<file path="src/rtl/swicth_net_seq_2_1.sv">
// Barrel-threaded switch sequencer.
// Holds per-thread configuration words plus pc_max/pc_loop, visits one thread
// per cycle round-robin, and registers the fetched word as the switch mux select.
module swicth_net_seq_2_1 #(
    parameter int THREADS = 8,
    parameter int PC_W    = 1,
    parameter int DATA_W  = 2,
    localparam int TID_W  = $clog2(THREADS)
) (
    input  logic              clk,
    input  logic              rst_n,
    input  logic              run,
    input  logic [TID_W-1:0]  thread_id,
    input  logic [PC_W-1:0]   pc_max,
    input  logic              pc_max_we,
    input  logic [PC_W-1:0]   pc_loop,
    input  logic              pc_loop_we,
    input  logic              net_mem_we,
    input  logic [PC_W-1:0]   net_mem_waddr,
    input  logic [DATA_W-1:0] net_mem_data,
    output logic [DATA_W-1:0] sel,
    output logic              sel_valid,
    output logic [TID_W-1:0]  sel_thread,
    output logic [PC_W-1:0]   sel_pc
);

    localparam int WORDS = 1 << PC_W;
    localparam int MEM_N = THREADS * WORDS;

    logic [DATA_W-1:0] mem_q    [MEM_N];
    logic [DATA_W-1:0] mem_d    [MEM_N];
    logic [PC_W-1:0]   pcmax_q  [THREADS];
    logic [PC_W-1:0]   pcmax_d  [THREADS];
    logic [PC_W-1:0]   pcloop_q [THREADS];
    logic [PC_W-1:0]   pcloop_d [THREADS];
    logic [PC_W-1:0]   pc_q     [THREADS];
    logic [PC_W-1:0]   pc_d     [THREADS];
    logic [TID_W-1:0]  tp_q, tp_d;
    logic [DATA_W-1:0] sel_q, sel_d;
    logic              sel_valid_q, sel_valid_d;
    logic [TID_W-1:0]  sel_thread_q, sel_thread_d;
    logic [PC_W-1:0]   sel_pc_q, sel_pc_d;

    // PC of the thread currently being visited.
    logic [PC_W-1:0] pc_cur;
    assign pc_cur = pc_q[tp_q];

    // Configuration writes; the sequencer reads the _q copies, so a write that
    // collides with a fetch or advance only takes effect on the next visit.
    always_comb begin
        mem_d    = mem_q;
        pcmax_d  = pcmax_q;
        pcloop_d = pcloop_q;
        if (net_mem_we) begin
            mem_d[{thread_id, net_mem_waddr}] = net_mem_data;
        end
        if (pc_max_we) begin
            pcmax_d[thread_id] = pc_max;
        end
        if (pc_loop_we) begin
            pcloop_d[thread_id] = pc_loop;
        end
    end

    // Fetch and advance the visited thread; idle clears all PCs and the pointer.
    always_comb begin
        pc_d         = pc_q;
        tp_d         = tp_q;
        sel_d        = sel_q;
        sel_thread_d = sel_thread_q;
        sel_pc_d     = sel_pc_q;
        sel_valid_d  = 1'b0;
        if (run) begin
            sel_d        = mem_q[{tp_q, pc_cur}];
            sel_thread_d = tp_q;
            sel_pc_d     = pc_cur;
            sel_valid_d  = 1'b1;
            pc_d[tp_q]   = (pc_cur == pcmax_q[tp_q]) ? pcloop_q[tp_q]
                                                     : pc_cur + PC_W'(1);
            tp_d         = tp_q + TID_W'(1);
        end else begin
            for (int i = 0; i < THREADS; i++) begin
                pc_d[i] = '0;
            end
            tp_d = '0;
        end
    end

    // State registers; reset also wipes the loaded program.
    always_ff @(posedge clk or negedge rst_n) begin
        if (!rst_n) begin
            mem_q        <= '{default: '0};
            pcmax_q      <= '{default: '0};
            pcloop_q     <= '{default: '0};
            pc_q         <= '{default: '0};
            tp_q         <= '0;
            sel_q        <= '0;
            sel_valid_q  <= 1'b0;
            sel_thread_q <= '0;
            sel_pc_q     <= '0;
        end else begin
            mem_q        <= mem_d;
            pcmax_q      <= pcmax_d;
            pcloop_q     <= pcloop_d;
            pc_q         <= pc_d;
            tp_q         <= tp_d;
            sel_q        <= sel_d;
            sel_valid_q  <= sel_valid_d;
            sel_thread_q <= sel_thread_d;
            sel_pc_q     <= sel_pc_d;
        end
    end

    assign sel        = sel_q;
    assign sel_valid  = sel_valid_q;
    assign sel_thread = sel_thread_q;
    assign sel_pc     = sel_pc_q;

endmodule

</file>
<file path="config.mk">
export PLATFORM = sky130hd
export DESIGN_NAME = swicth_net_seq_2_1
export DESIGN_NICKNAME = d
export VERILOG_FILES = /design/src/rtl/swicth_net_seq_2_1.sv
export SDC_FILE = /design/constraint.sdc
export NUM_CORES = 1
export LEC_CHECK = 0
export CAP_MARGIN = 20
export CELL_PAD_IN_SITES_DETAIL_PLACEMENT = 0
export CELL_PAD_IN_SITES_GLOBAL_PLACEMENT = 1
export CORE_ASPECT_RATIO = 0.7
export CORE_MARGIN = 2
export CORE_UTILIZATION = 43
export DETAILED_ROUTE_END_ITERATION = 10
export PLACE_DENSITY_LB_ADDON = 0.1
export SETUP_SLACK_MARGIN = 0.2
export SLEW_MARGIN = 30
export SYNTH_ARGS = -nofsm -noshare
export SYNTH_HDL_FRONTEND = slang
export SYNTH_SLANG_ARGS = --single-unit
</file>
<file path="constraint.sdc">
create_clock -name clk -period 1.85 [get_ports clk]
set_clock_uncertainty 0.1 [all_clocks]
set_input_delay 0.2775 -clock clk [delete_from_list [all_inputs] [get_ports clk]]
set_output_delay 0.2775 -clock clk [all_outputs]
set_load 0.03 [all_outputs]
</file>
Figure 1. Clock routing (run 1).
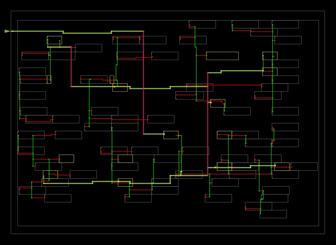
number of buffers created by CTS: 9
clock sink count: 66
clock network power: 0.00131 W
Latency at later pin: 0.36 ns

Figure 2. Ports around the boundary (run 1).
Scale: 3 px per µm. Pins as bars across the die edge, other pins in gray.
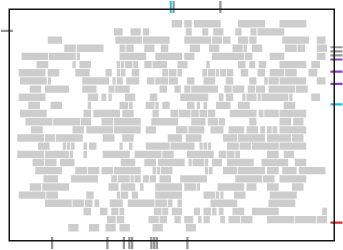
legend:
  purple:
    port: `sel_thread`
    pins: 3
    direction: output
    edge: right
  cyan:
    port: `sel`
    pins: 2
    direction: output
    edge: 1 top, 1 right
  red:
    port: `rst_n`
    pins: 1
    direction: input
    edge: right

Figure 3. Routed metal, one color a layer (run 1).
Scale: 2 px per µm. Two of the layers only.
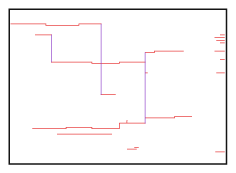
legend:
  purple:
    layer: M4
    wire_length: 84.3 µm
  red:
    layer: M3
    wire_length: 278 µm

==> run 1: per-layer routing <==
| metal | track usage | up-vias | share of wire |
|---|---|---|---|
| met5 | 0 | - | 0 |
| met4 | 0.05385 | 0 | 0.011 |
| met3 | 0.07908 | 9 | 0.037 |
| met2 | 0.2761 | 24 | 0.41 |
| met1 | 0.3151 | 1106 | 0.54 |
| li1 | - | 1076 | - |
==> run 1: sequential cells by signal, summed over array words and instances (netlist names) <==
register,flops
mem_q,32
pc_q,8
pcloop_q,8
pcmax_q,8
sel,2
sel_pc,1
sel_thread,3
sel_valid,1
tp_q,3
==> run 1: logic make-up (layout without fill, tap and decap cells) <==
family	count (synthesis)	in the layout
XOR/XNOR	1	1
multiplexers	81	81
buffers and inverters	17	83
flip-flops	66	66
AND/OR/NAND/NOR	89	89
adder cells (fa/ha/maj)	2	2
AND-OR/OR-AND	14	14
==> run 1: through the flow <==
stage,std cells,power [W],TNS [ns],util,area [µm²]
floorplan,270,0.002514,-1.089,-,3252
detailed placement,413,0.002921,-4.046,0.5197,3804
global placement,413,0.002907,-3.755,0.5197,3804
CTS,430,0.004242,-2.165,0.5520,4040
finish,434,0.004253,-2.088,0.5646,4133
global route,434,0.004500,-2.974,0.5646,4133
==> run 1: power breakdown <==
part	internal (W)	leakage (nW)	switching, W
sequential	0.00173	0.820	0.000157
clock	0.000771	0.110	0.000537
combinational	0.000586	0.905	0.000473
==> run 1: worst max-delay path by stage <==
stage | startpoint | to | slack, ns | cells after the start
2_1_floorplan | tp_q[0] | pc_q[7] | -0.12 | 6
5_1_grt | tp_q[0] | pc_q[5] | -0.33 | 6
4_1_cts | tp_q[0] | sel[1] | -0.24 | 9
6_report | tp_q[0] | pc_q[0] | -0.23 | 6
3_3_place_gp | tp_q[1] | pc_q[1] | -0.23 | 7
3_5_place_dp | tp_q[1] | pc_q[1] | -0.25 | 7
==> run 1: final cells by class <==
cell class	count	area [µm²]	share of cell area
timing repair buffer	65	561.8	0.1359
tap	98	122.6	0.02967
multi-input combinational	187	1572	0.3803
clock inverter	1	30.03	0.007266
inverter	2	7.507	0.001817
clock buffer	15	186.4	0.04511
sequential	66	1653	0.3999
==> run 1: repair_timing <==
| item | CTS | global route |
|---|---|---|
| pin swaps | 4 | 5 |
| resized | 13 | 16 |
| hold endpoints to repair | 66 | 0 |
| setup endpoints to repair | 17 | 18 |
| hold buffers | 1 | 0 |
| buffers inserted | 0 | 4 |
| cloned | 0 | 0 |
==> run 1: worst register-to-register path, cell delays in order, from the launching register on <==
cell	delay [ns]
dfrtp_1	0.38
buf_6	0.13
mux4_2	0.49
mux2_4	0.27
maj3_4	0.38
mux2i_1	0.16
nor2b_1	0.06
==> run 1: placed cells by master, fill, tap and decap left out, types with 2 or more instances in the layout <==
cell and count:
a22oi_1 2, and2_1 2, and3_1 2, buf_4 38, buf_6 4, clkbuf_1 2
clkbuf_8 13, clkdlybuf4s50_1 12, dfrtp_1 65, dlygate4sd2_1 7, inv_1 2, mux2_2 51
mux2_4 2, mux2i_1 20, mux2i_2 3, mux4_2 5, nand2_1 17, nand2b_1 4
nand3_1 12, nand3b_1 3, nand4_1 2, nor2_1 23, nor2b_1 13, nor3_1 2
o21ai_0 3
==> results.toml, run 1 <==
# synthesis and place-and-route metrics
[floorplanning]
design.core.area_um2 = 7320
io_pins = 21
die_height_um = 76.68
dieWidth_um = 107.8
rows = 26
die_area_um2 = 8267
fp_util = 0.4432

[drt]
vias = 2215
detail_route.vias_per_cell = 5.104
routed_wire_length_per_instance_um = 17.12
wirelength_um = 7432
drc = 0
drt_iter0_markers = 115
drt-pass1-iter-count = 5
drtAntennaViolNets = 0

[synthesis]
synthCells = 270
most_numerous_cell_in_the_yosys_netlist = "dfrtp_1"
edf_count = 0
xor_share = 0.002700
avgSynthCellArea_um2 = 12.02
ys_seq_elements = 66
synthAdderAreaFrac = 0.007327
synth-seq-area-share = 0.5091
synth.mux.area_fraction = 0.2896
yosysTopAreaCell = "dfrtp_1"
netlist_top_cells_area = "dfrtp_1 51%, mux2_2 18%, mux2i_1 7.1%, mux4_2 3.5%, nor2_1 2.8%"
yosys-stat-area_um2 = 3244
yosys.area.top_type_share = 0.5091
mappedNetlistNets = 285
flop_cell = "dfrtp_1"
yosysWarningCount = 0
synthAoiAreaFrac = 0.03047
mappedNetlistArea_um2 = 3244
asyncSetResetFlopFracSynth = 1.000
synth_stat.cells = 270
synth.cellmix.simpleShare = 0.1365
synth.distinct_cells = 36
synth.cells.most_frequent = "66 x dfrtp_1, 53 x mux2_2, 24 x nor2_1, 23 x mux2i_1, 17 x nand2_1"

[final_timing]
setup_viol = 10
rsz0062_at_grt = "yes"
final_hold_viol_count = 0
timing.final.ws_setup_ns = -0.2289
finalMaxSlewViolations = 0
max_clock_freq_ghz = 0.4810
final.hold.worst_slack_ns = 0.3644
tightestPinTransition_ns = 0.3579
timing.final.crit_period_ns = 2.079

[cts]
clockRootBuffer = "clkbuf_8"
max-clock-path-buffers = 2
cts_tree = "done"
cts_htree_levels = 3
clk_transition_reported_paths_ns = 0.07

[place]
post-dp-hpwl_um = 5426
gp_congestion = 0.8032
place_worst_setup_slack_ns = -0.2479
place.port_buffers = 20

[critical_path]
critical_path.slowest_cell = "mux4_2"
cell_by_cell_listing_of_the_critical_path = "buf_6 > mux4_2 > mux2_4 > maj3_4 > mux2i_1 > nor2b_1"
kind_of_end_point_of_the_critical_path = "register"
critical_path_arrival_ns = 2.23
timing.critical_path.fanout_max = 8
r2r_end = "pc_q[0]"
start_kind = "register"
path_buffers = 1
cpPeakStageDelay_ns = 0.49
required_ns = 2.00
kind_of_critical_path = "reg2reg"
worst_r2r_startpoint = "tp_q[0]"
r2r.worst_path.cells = 6
r2r_slack_ns = -0.23

[final_layout]
drive_above_1_share = 0.3899
area_delta_synth_final_pct = 27.38
antenna_cells_inserted = 0
num-fill-cells = 644
fin_nets = 346

[min_path]
hp-class = "in2async"

[grt]
first_global_vias = 2258
overflow = 0
grt_antenna_before_repair = 0
grt_resource_usage_total = 0.2076
grt_first_pass_wirelength_um = 12640
grt_start_max_net_pins = 67

[power_and_ir_drop]
max-vdd-ir-drop_uv = 540.3
leakagePower_nw = 1.835
power_per_cell_area_nw_per_um2 = 1029

[run]
max-cap-violations = 0

[status]
violations = "negative setup slack"
outcome = "finished with violations"
Figure 4. Routed clock nets over the placement (run 1).
Scale: 4 px per µm.
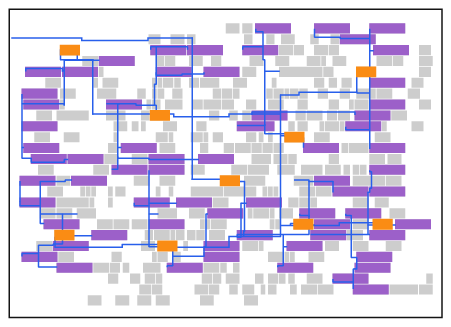

## Run 2: what changed since run 1
--- a/config.mk
+++ b/config.mk
@@ -5,13 +5,14 @@
 export SDC_FILE = /design/constraint.sdc
 export NUM_CORES = 1
 export LEC_CHECK = 0
-export CAP_MARGIN = 20
+export CAP_MARGIN = 10
 export CELL_PAD_IN_SITES_DETAIL_PLACEMENT = 0
 export CELL_PAD_IN_SITES_GLOBAL_PLACEMENT = 1
 export CORE_ASPECT_RATIO = 0.7
 export CORE_MARGIN = 2
 export CORE_UTILIZATION = 43
 export DETAILED_ROUTE_END_ITERATION = 10
+export MAX_ROUTING_LAYER = met4
 export PLACE_DENSITY_LB_ADDON = 0.1
 export SETUP_SLACK_MARGIN = 0.2
 export SLEW_MARGIN = 30
Figure 5. Routed clock nets over the placement (run 2).
Scale: 4 px per µm.
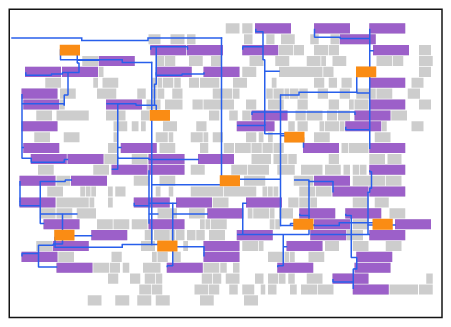
legend:
  purple:
    item: flip-flops
    count: 66
  blue:
    item: clock wires
    length: 896 µm
  orange:
    item: clock-net drivers
    count: 9
routed clock nets: 10

Figure 6. Routed metal, one color a layer (run 2).
Scale: 2 px per µm. Two of the layers only.
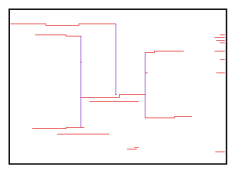
legend:
  red:
    layer: M3
    wire_length: 267 µm
  purple:
    layer: M4
    wire_length: 114 µm

==> run 2 against run 1 <==
  * The flow still finishes with violations (negative setup slack)
  * Worst hold slack worse by 0.0022 ns
  * Clock power hardly changed
  * Fmax is essentially flat
  * Final cell count unchanged
  * Register-to-register slack is essentially flat
  * Final area did not move
  * First-iteration DRC count fell by 0.87%
  * Via count about the same
  * Highest routed layer unchanged
  * Sequential power hardly changed
  * Wire length is 0.50% lower
==> results.toml, run 2 <==
# synthesis and place-and-route metrics
[critical_path]
kind_of_critical_path = "reg2reg"
required_ns = 2.00
kind_of_end_point_of_the_critical_path = "register"
start_kind = "register"
critical_path_arrival_ns = 2.22
timing.critical_path.fanout_max = 8

[cts]
cts_htree_levels = 3
cts_tree = "done"
clkSinkCount = 66
clockRootBuffer = "clkbuf_8"
clk_transition_reported_paths_ns = 0.07
worst_skew_pair.late_latency_ns = 0.35
max-clock-path-buffers = 2

[synthesis]
asyncSetResetFlopFracSynth = 1.000
yosysWarningCount = 0
yosys-stat-area_um2 = 3244
synth-seq-area-share = 0.5091
edf_count = 0
avgSynthCellArea_um2 = 12.02
netlist_top_cells_area = "dfrtp_1 51%, mux2_2 18%, mux2i_1 7.1%, mux4_2 3.5%, nor2_1 2.8%"
xor_share = 0.002700
synthAdderAreaFrac = 0.007327
synthAoiAreaFrac = 0.03047
most_numerous_cell_in_the_yosys_netlist = "dfrtp_1"
mappedNetlistArea_um2 = 3244
yosys.area.top_type_share = 0.5091
synth.distinct_cells = 36
synth_stat.cells = 270

[floorplanning]
dieWidth_um = 107.8
fp_util = 0.4432
io_pins = 21
rows = 26

[final_layout]
area_delta_synth_final_pct = 27.38
final-instance-count-excl-fill = 434
lay_top_cells = "65 x dfrtp_1, 51 x mux2_2, 38 x buf_4"
antenna_cells_inserted = 0
top_register = "mem_q"
num-fill-cells = 644
drive_above_1_share = 0.3899
largest_register_ff_count = 32
layout_top_cell = "dfrtp_1"

[grt]
grt_first_pass_wirelength_um = 12610
grt_antenna_before_repair = 0
grt_start_max_net_pins = 67
overflow = 0
grt_resource_usage_total = 0.2134

[drt]
drtAntennaViolNets = 0
wirelength_um = 7395
detail_route.vias_per_cell = 5.108
routed_wire_length_per_instance_um = 17.04
drc = 0
wl_met2_um = 3028
route.top_layer_used = "met4"
met3_length_um = 267
drt_iter0_markers = 114
vias = 2217

[final_timing]
tightestPinTransition_ns = 0.3659
final.hold.worst_slack_ns = 0.3622
setup_viol = 10
max_clock_freq_ghz = 0.4812
timing.final.ws_setup_ns = -0.2281

[status]
violations = "negative setup slack"
outcome = "finished with violations"

[power_and_ir_drop]
max-vdd-ir-drop_uv = 540.6
leakagePower_nw = 1.835
power_per_cell_area_nw_per_um2 = 1028

[place]
post-dp-hpwl_um = 5426
gp_congestion = 0.8148
place_worst_setup_slack_ns = -0.2479
place.port_buffers = 20
place_inst = 413

[run]
max-cap-violations = 0

[min_path]
hp-class = "in2async"
[run 2: what timing repair did]
item	CTS	global route
hold endpoints to repair	66	0
hold buffers	1	0
pin swaps	4	5
setup buffers	0	4
gates resized	13	16
setup endpoints to repair	17	19
[run 2: per-stage QoR]
step / TNS, ns / util / area [µm²] / total power [W]
2_1_floorplan: -1.089 / - / 3252 / 0.002514
3_3_place_gp: -3.755 / 0.5197 / 3804 / 0.002907
3_5_place_dp: -4.046 / 0.5197 / 3804 / 0.002921
4_1_cts: -2.165 / 0.5520 / 4040 / 0.004242
5_1_grt: -2.974 / 0.5646 / 4133 / 0.004495
6_report: -2.083 / 0.5646 / 4133 / 0.004247
[run 2: kinds of logic (layout without fill, tap and decap cells)]
group	count (synthesis)	after routing
AND/OR/NAND/NOR	89	89
XOR/XNOR	1	1
adder cells (fa/ha/maj)	2	2
flip-flops	66	66
buffers and inverters	17	83
multiplexers	81	81
AND-OR/OR-AND	14	14
[run 2: final timing paths]
check / start / endpoint / slack [ns] / cells past startpoint
max: tp_q[0] / pc_q[7] / -0.23 / 6
min: rst_n / pcloop_q[6] / 0.36 / 3
max reg2reg: tp_q[0] / pc_q[7] / -0.23 / 6
min reg2reg: mem_q[2] / mem_q[2] / 0.40 / 1
max in group asynchronous: rst_n / pcmax_q[4] / 0.98 / 3
min in group clk: mem_q[2] / mem_q[2] / 0.40 / 1
[run 2: final cells by class]
type	count	area, µm²	share of cell area
Multi-Input combinational cell	187	1572	0.3803
Clock buffer	15	186.4	0.04511
Inverter	2	7.507	0.001817
Clock inverter	1	30.03	0.007266
Timing Repair Buffer	65	561.8	0.1359
Sequential cell	66	1653	0.3999
Tap cell	98	122.6	0.02967
[run 2: metal layers]
layer  global-route usage  vias to the layer above
li1                     -                     1080
met1               0.3178                     1101
met2               0.2742                       26
met3              0.06633                       10
met4              0.06923                        0
met5                    -                        -
[run 2: worst max-delay path: stages (launching register included)]
cell	delay, ns
dfrtp_1	0.38
buf_6	0.13
mux4_2	0.49
mux2_4	0.27
maj3_4	0.38
mux2i_1	0.16
nor2b_1	0.06
[run 2: power by group]
group | internal [W] | switching (W) | total [W]
sequential | 0.00173 | 0.000155 | 0.00188
clock | 0.000771 | 0.000532 | 0.00130
combinational | 0.000586 | 0.000473 | 0.00106
Figure 7. Gate families picked out (run 2).
Scale: 3 px per µm.
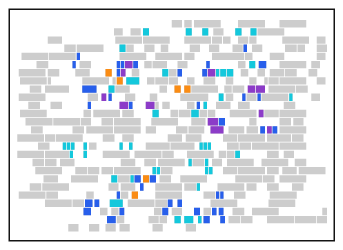

## Run 3: what changed since run 2
--- a/config.mk
+++ b/config.mk
@@ -5,12 +5,13 @@
 export SDC_FILE = /design/constraint.sdc
 export NUM_CORES = 1
 export LEC_CHECK = 0
+export ABC_AREA = 1
 export CAP_MARGIN = 10
 export CELL_PAD_IN_SITES_DETAIL_PLACEMENT = 0
 export CELL_PAD_IN_SITES_GLOBAL_PLACEMENT = 1
 export CORE_ASPECT_RATIO = 0.7
 export CORE_MARGIN = 2
-export CORE_UTILIZATION = 43
+export CORE_UTILIZATION = 39
 export DETAILED_ROUTE_END_ITERATION = 10
 export MAX_ROUTING_LAYER = met4
 export PLACE_DENSITY_LB_ADDON = 0.1
Figure 8. Gate families picked out (run 3).
Scale: 3 px per µm.
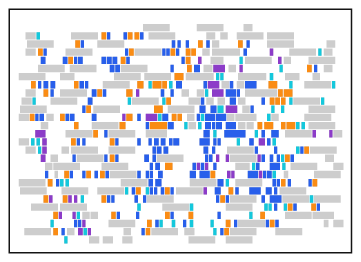
legend:
  cyan:
    family: inv cells
    cells: 61
    most_used: inv_1
    where: spread over the die
  purple:
    family: nor cells
    cells: 35
    most_used: nor2_1
    where: spread over the die
  orange:
    family: aoi and oai cells
    cells: 80
    most_used: o21ai_0
    where: spread over the die
  blue:
    family: nand cells
    cells: 171
    most_used: nand2_1

Figure 9. Ports around the boundary (run 3).
Scale: 3 px per µm. Pins as bars across the die edge, other pins in gray.
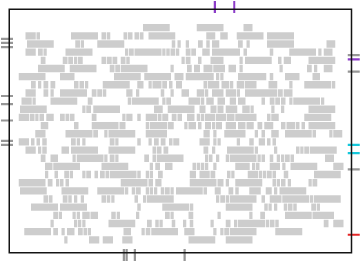
legend:
  purple:
    port: `sel_thread`
    pins: 3
    direction: output
    edge: 2 top, 1 right
  red:
    port: `rst_n`
    pins: 1
    direction: input
    edge: right
  cyan:
    port: `sel`
    pins: 2
    direction: output
    edge: right

==> run 3 against run 2 <==
  * The run still ends with negative setup slack left
  * Via count up 27%
  * Final cell count is 35% higher
  * Synthesized cell count increased by 58%
  * Sequential share of layout area decreased by 1.6 points
  * Fmax up 11%
  * Combinational power increased by 4%
  * Wire length grew 16%
  * Worst hold slack lost 0.059 ns
  * Die area is 11% higher
  * Power increased by 11%
  * Critical path depth grew 7
  * Largest cell class unchanged
  * Highest routed layer unchanged
==> results.toml, run 3 <==
# synthesis and place-and-route metrics
[final_layout]
finalInstanceArea_um2 = 4312
num-fill-cells = 790
lay_top_cells = "115 x nand2_1, 63 x dfrtp_1, 55 x inv_1"
comb_area_um2 = 1458
largest_register_ff_count = 32
drive_above_1_share = 0.2078
layout_top_cell = "nand2_1"
area_delta_synth_final_pct = 31.58

[cts]
clockRootBuffer = "clkbuf_16"
clkSinkCount = 66
max-clock-path-buffers = 2
worst_skew_pair.late_latency_ns = 0.33
cts_htree_levels = 3
cts_buffers = 9

[synthesis]
synth.cells.most_frequent = "129 x nand2_1, 66 x dfrtp_1, 55 x inv_1, 51 x o21ai_0, 31 x nand3_1"
yosys.area.top_type_share = 0.5040
ys_seq_elements = 66
edf_count = 0
asyncSetResetFlopFracSynth = 1.000
yosysTopAreaCell = "dfrtp_1"
yosys-stat-area_um2 = 3277
yosysWarningCount = 0
flop_cell = "dfrtp_1"
netlist_top_cells_area = "dfrtp_1 50%, nand2_1 15%, o21ai_0 7.8%, inv_1 6.3%, nand3_1 4.7%"
synth_stat.cells = 426
mappedNetlistNets = 441
synthCells = 426
avgSynthCellArea_um2 = 7.692
synth.distinct_cells = 26
mappedNetlistArea_um2 = 3277

[critical_path]
critical_path.slowest_cell = "dfrtp_2"
cp_top_family = "simple AND/OR/NAND/NOR gates"
cell_by_cell_listing_of_the_critical_path = "inv_4 > nand2_2 > nand3_2 > nand2_4 > nor2_4 > buf_12 > nand2_4 > nand3_2 > nand2_1 > nor2_1 > nand2_1 > nor2_2 > nor2_1"
worst_r2r_startpoint = "tp_q[0]"
r2r.worst_path.cells = 13
timing.critical_path.fanout_max = 8
path_buffers = 2
cpPeakStageDelay_ns = 0.47
kind_of_end_point_of_the_critical_path = "register"
r2r_end = "sel[0]"
required_ns = 1.97

[final_timing]
finalMaxSlewViolations = 0
setup_tns_ns = -0.03039
setup_viol = 1
timing.final.ws_setup_ns = -0.03039
rsz0062_at_grt = "yes"
final_hold_viol_count = 0
timing.final.crit_period_ns = 1.880

[grt]
overflow = 0
grt_start_max_net_pins = 53
grt_antenna_before_repair = 0
first_global_vias = 2688
grt_first_pass_wirelength_um = 14280
grt_resource_usage_total = 0.2163

[drt]
drt-pass1-iter-count = 4
drt_iter0_markers = 164
drtAntennaViolNets = 0
routed_wire_length_per_instance_um = 14.64

[floorplanning]
io_pins = 21
die_height_um = 80.69
die_area_um2 = 9163
design.core.area_um2 = 8006

[run]
max-cap-violations = 0

[min_path]
hp-class = "in2async"

[status]
outcome = "finished with violations"
violations = "negative setup slack"

[place]
place.port_buffers = 20
placed_cell_area_um2 = 3774

[power_and_ir_drop]
power_per_cell_area_nw_per_um2 = 1089
totalPowerFinal_w = 0.004697
## run 3: timing repair
item / CTS / global route
gates cloned: 0 / 2
endpoints found under the setup margin: 17 / 12
pin swaps: 0 / 16
setup buffers: 2 / 3
gates resized: 12 / 35
hold buffers: 1 / 0
endpoints found under the hold margin: 14 / 0
## run 3: metrics by stage
step | hold slack [ns] | cells | worst slack (ns)
finish | 0.3032 | 587 | -0.03039
CTS | 0.3224 | 582 | 0.02800
floorplan | -0.1181 | 426 | 0.1702
global placement | 0.1258 | 564 | 0.02809
global route | 0.3318 | 587 | -0.1274
detailed placement | 0.1338 | 564 | -0.07882
## run 3: final cells by class
type / count / share of cell area
inverter: 61 / 0.05369
clock buffer: 13 / 0.06268
multi-input combinational: 288 / 0.3381
timing repair buffer: 56 / 0.1242
clock inverter: 2 / 0.008125
sequential: 66 / 0.3839
tap: 101 / 0.02931
## run 3: worst max-delay path by stage
stage / depth (start not counted) / endpoint / start
after floorplan: 14 / sel[0] / tp_q[0]
after global placement: 7 / mem_q[21] / net_mem_waddr
after detailed placement: 7 / mem_q[21] / net_mem_waddr
after CTS: 13 / sel[0] / tp_q[0]
after global routing: 13 / sel[0] / tp_q[0]
final: 13 / sel[0] / tp_q[0]
## run 3: metal layers
layer | share of wire | GRT usage | up-vias
met5 | 0 | - | -
met4 | 0.015 | 0.07317 | 0
met3 | 0.044 | 0.05208 | 13
met2 | 0.39 | 0.2832 | 56
met1 | 0.55 | 0.3225 | 1263
li1 | - | - | 1475
## run 3: power by group
part	internal [W]	switching, W	total (W)	leakage, nW
clock	0.00114	0.000595	0.00174	0.152
sequential	0.00170	0.000165	0.00186	0.833
combinational	0.000462	0.000636	0.00110	1.15
## run 3: cells by family (layout without fill, tap and decap cells)
logic type	after synthesis	count (layout)	synth area share
compound gates	80	80	0.1279
xor+xnor	1	1	0.002673
flops	66	66	0.5040
simple gates	206	206	0.2722
fa+ha+maj	1	1	0.003818
buf+inv	72	132	0.08934
Power figures rest on the tool's default switching activity, not on a simulated workload.
